==> images/util_map.png <==
Scale: 6 px per µm. The die is cut into 6 by 7 equal tiles; dark blue is low, red is high, 0 to 100% covered.
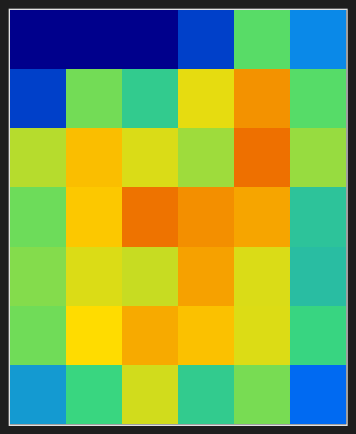
==> images/placed.png <==
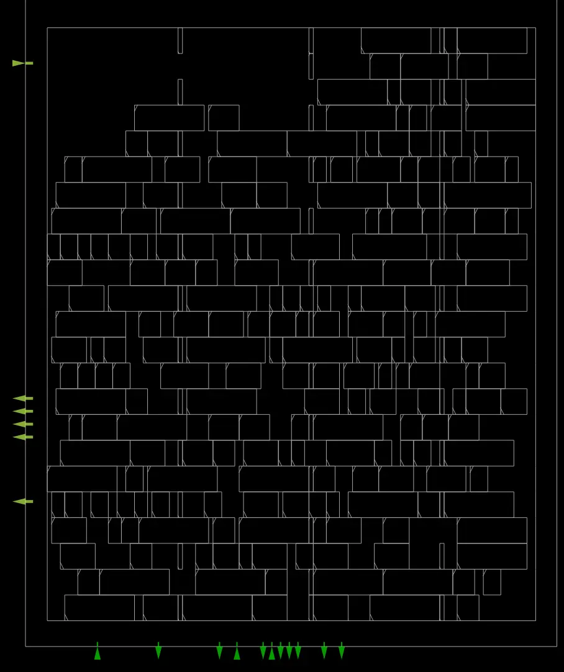
Design uart_rx_frame, sky130hd; sources not shown.
==> impl_results.rst <==
Run summary
-----------

.. list-table::
   :header-rows: 1

   * - Metric
     - Value
   * - Outcome
     - complete, no violations
   * - Area fraction in xor and xnor cells
     - 0.08113
   * - Last weighted congestion value of the routability-driven placer
     - 0.8620
   * - Layout overhead on the synthesized area
     - 16.82%
   * - Clock tree from TritonCTS
     - yes
   * - Max-cap check violation count
     - 0
   * - Layout buffering overhead excluding clock cells
     - 0.09260
   * - Required time of the worst setup path
     - 2.37 ns
   * - Post-synthesis chip area from yosys
     - 0.001897 mm²
   * - Logic depth of the worst setup path including buffers
     - 6
   * - Placed cells
     - 248
   * - Fraction of power consumed by sequential logic
     - 0.607
   * - Largest stage delay on the critical path
     - 0.56 ns
   * - Fraction of synthesized cell area taken by the top area cell type
     - 0.4855
   * - Setup WS pre-CTS
     - 0.07440 ns
   * - Yosys Warn Count
     - 0
   * - Number of hold-slack violations in the final timing report
     - 0
   * - Setup TNS
     - 0 ns
   * - Ratio of total power to cell area
     - 648.4 mW/mm²
   * - Ratio of final minimum period to clock period
     - 0.9334
   * - Crit path setup slack, layout
     - 0.1418 ns
   * - Non-clock buffer count
     - 22
   * - Area fraction in full adders, half adders and majority gates
     - 0.01319
   * - Global Route met2 Usage
     - 0.3569
   * - AND-OR/OR-AND Cells, Area Fraction
     - 0.07982
   * - Dominant kind of combinational cell
     - simple AND/OR/NAND/NOR gates
   * - Iteration-0 DRC count of the detailed router
     - 27
   * - Top fanout value on the critical path
     - 12
   * - Tally of filler cells in the layout
     - 270
   * - Leading cell type by number of instances after synthesis
     - sky130_fd_sc_hd__dfxtp_1
   * - Flop area
     - 922.1 µm²
   * - Most Crowded Layer GR
     - met2
   * - Simple-gate share of the synthesized area
     - 0.2493
   * - Total Routing Usage GR
     - 0.2019
   * - Clock latency reported for the late side of the worst-skew pair
     - 0.30 ns
   * - Worst Hold Class
     - flip-flop to flip-flop
   * - Worst reg2reg setup slack
     - 0.14 ns
   * - Initial antenna violation count
     - 0
   * - Main power group
     - registers
   * - Power of the sequential group
     - 872 µW
   * - Most common logic cell in the routed design
     - sky130_fd_sc_hd__dfxtp_1
   * - Final non-filler cell area
     - 0.002216 mm²
   * - Launching element type of the critical path
     - flip-flop
   * - Worst hold slack across all endpoints
     - 0.4191 ns
   * - Number of nets with antenna violations after routing
     - 0
   * - Depth of the most critical reg-to-reg path
     - 6
   * - WL met1
     - 1.545 mm
   * - Die outline height
     - 69.07 µm
   * - Post-Synthesis Cell Area
     - 0.001897 mm²
   * - Maximum count of clock buffers along a single path
     - 2
   * - Setup violation total in the final timing report
     - 0
   * - Vias in the first global route
     - 1,456
   * - Worst ir drop on vdd
     - 0.0004264 V
   * - Fin Clk Skew
     - 0.01226 ns
   * - Proportion of cell area occupied by multi-input gates
     - 0.4280
   * - Proportion of layout cells with a drive suffix above 1
     - 0.08676
   * - GRT Residual Overflow
     - 0
   * - Hold path depth
     - 1
   * - Max FFs per register
     - 10
   * - WL per Instance
     - 14.40 µm
   * - Syn Nets
     - 206
   * - Via Count
     - 1,455
   * - Non-clk invs
     - 2
   * - Chip area
     - 0.003872 mm²
   * - Largest net degree at the start of global routing
     - 40
   * - Met2 WL post-DR
     - 1.977 mm
   * - Mean Syn Cell Area
     - 9.484 µm²
   * - Leading cell types in the layout, fill and taps excluded
     - sky130_fd_sc_hd__dfxtp_1, sky130_fd_sc_hd__nor2_1, sky130_fd_sc_hd__nand3_1
   * - Top cell types by occurrence after synthesis
     - sky130_fd_sc_hd__dfxtp_1, sky130_fd_sc_hd__nor2_1, sky130_fd_sc_hd__nand3_1
   * - Predominant post-synthesis flop cell
     - sky130_fd_sc_hd__dfxtp_1
   * - Setup repair after global routing missed its margin
     - false
   * - Multi-input logic cell count
     - 141
   * - Cell Area, Placed
     - 0.002110 mm²
   * - Sequential share of cell area
     - 0.4161
   * - Number of enable flip-flop cells
     - 0
   * - Fraction of registers with async set or reset after synthesis
     - 0
   * - Highest metal layer with signal wires
     - met4
   * - Family with the most delay on the worst path
     - simple AND/OR/NAND/NOR gates
   * - Multiplexer share of the synthesized area
     - 0.06332
   * - Type of the setup path with the least slack
     - flip-flop to flip-flop
   * - Detailed-routed wire length on met3
     - 124 µm
   * - Root buffer selected by CTS
     - sky130_fd_sc_hd__clkbuf_8
   * - OpenROAD warnings
     - 26
   * - Hold-fix buffers, CTS
     - 0
   * - Floorplan row count
     - 23
   * - Worst slew margin
     - 0.6770
   * - Top cells by area, synth
     - sky130_fd_sc_hd__dfxtp_1, sky130_fd_sc_hd__mux2i_1, sky130_fd_sc_hd__nand3_1
   * - Number of gates resized after cts
     - 0
   * - Total buffers and inverters traversed by the critical path
     - 1
   * - Post-Syn Instances
     - 200
   * - Starting utilization of the core area
     - 0.5885
   * - Total clock buffers created by CTS
     - 5
   * - Synth flops
     - 46
   * - Combinational power share
     - 0.033
   * - Endpoint class of the critical path
     - flip-flop
   * - Post-Route WL
     - 3.686 mm
   * - I/O pin count
     - 17
   * - Switching Power
     - 316.0 µW
   * - Met1 track demand over resource in global routing
     - 0.2226
   * - Fraction of the yosys area taken by sequential cells
     - 0.4855
   * - Leading cell category by total area
     - combinational gates
   * - Clock network area share
     - 0.03896
   * - Global routing met3 resource utilization
     - 0.05816
   * - Routed via count divided by cell count
     - 5.684
   * - Reported clock group power
     - 517 µW
   * - # port buffers
     - 16
   * - Count of instantiated cells in the yosys netlist
     - 200
   * - Nets
     - 224
   * - Design internal power
     - 1.121 mW
   * - Clock Pin Slew Worst Setup and Hold Paths
     - 0.09 ns
   * - Antenna diodes
     - 0
   * - Clock period minus final worst setup slack
     - 1.988 ns
   * - Number of iterations in the first detailed-routing pass
     - 4
   * - Power attributed to combinational cells
     - 46.9 µW
   * - Leak
     - 0.8469 nW
   * - Number of clock sinks seen by CTS
     - 46
   * - Post-layout total power
     - 1.437 mW
   * - Setup Fix Bufs, Post-CTS
     - 0
   * - Number of distinct library cells after synthesis
     - 38
   * - X dimension of the die
     - 56.06 µm
   * - F_max
     - 503.0 MHz
   * - Worst-Margin Slew
     - 0.4784 ns
   * - Post-detailed-route DRC marker count
     - 0
   * - Clock group share of total power
     - 0.360
   * - H-tree depth
     - 2
   * - Slew Limit Fails
     - 0
About util_map.png:
mean over tiles	56%
fullest tile	87%
densest ninth of the die	middle
nearly empty tiles	7.1%
Layout Utilization: 0.6875
Floorplan Core Area: 0.003223 mm²

About placed.png:
total number of tap cells: 37
final cell count without fillers: 256
layout sequential cell count: 46

No activity file was given, so power comes from the tool's default toggle rates.
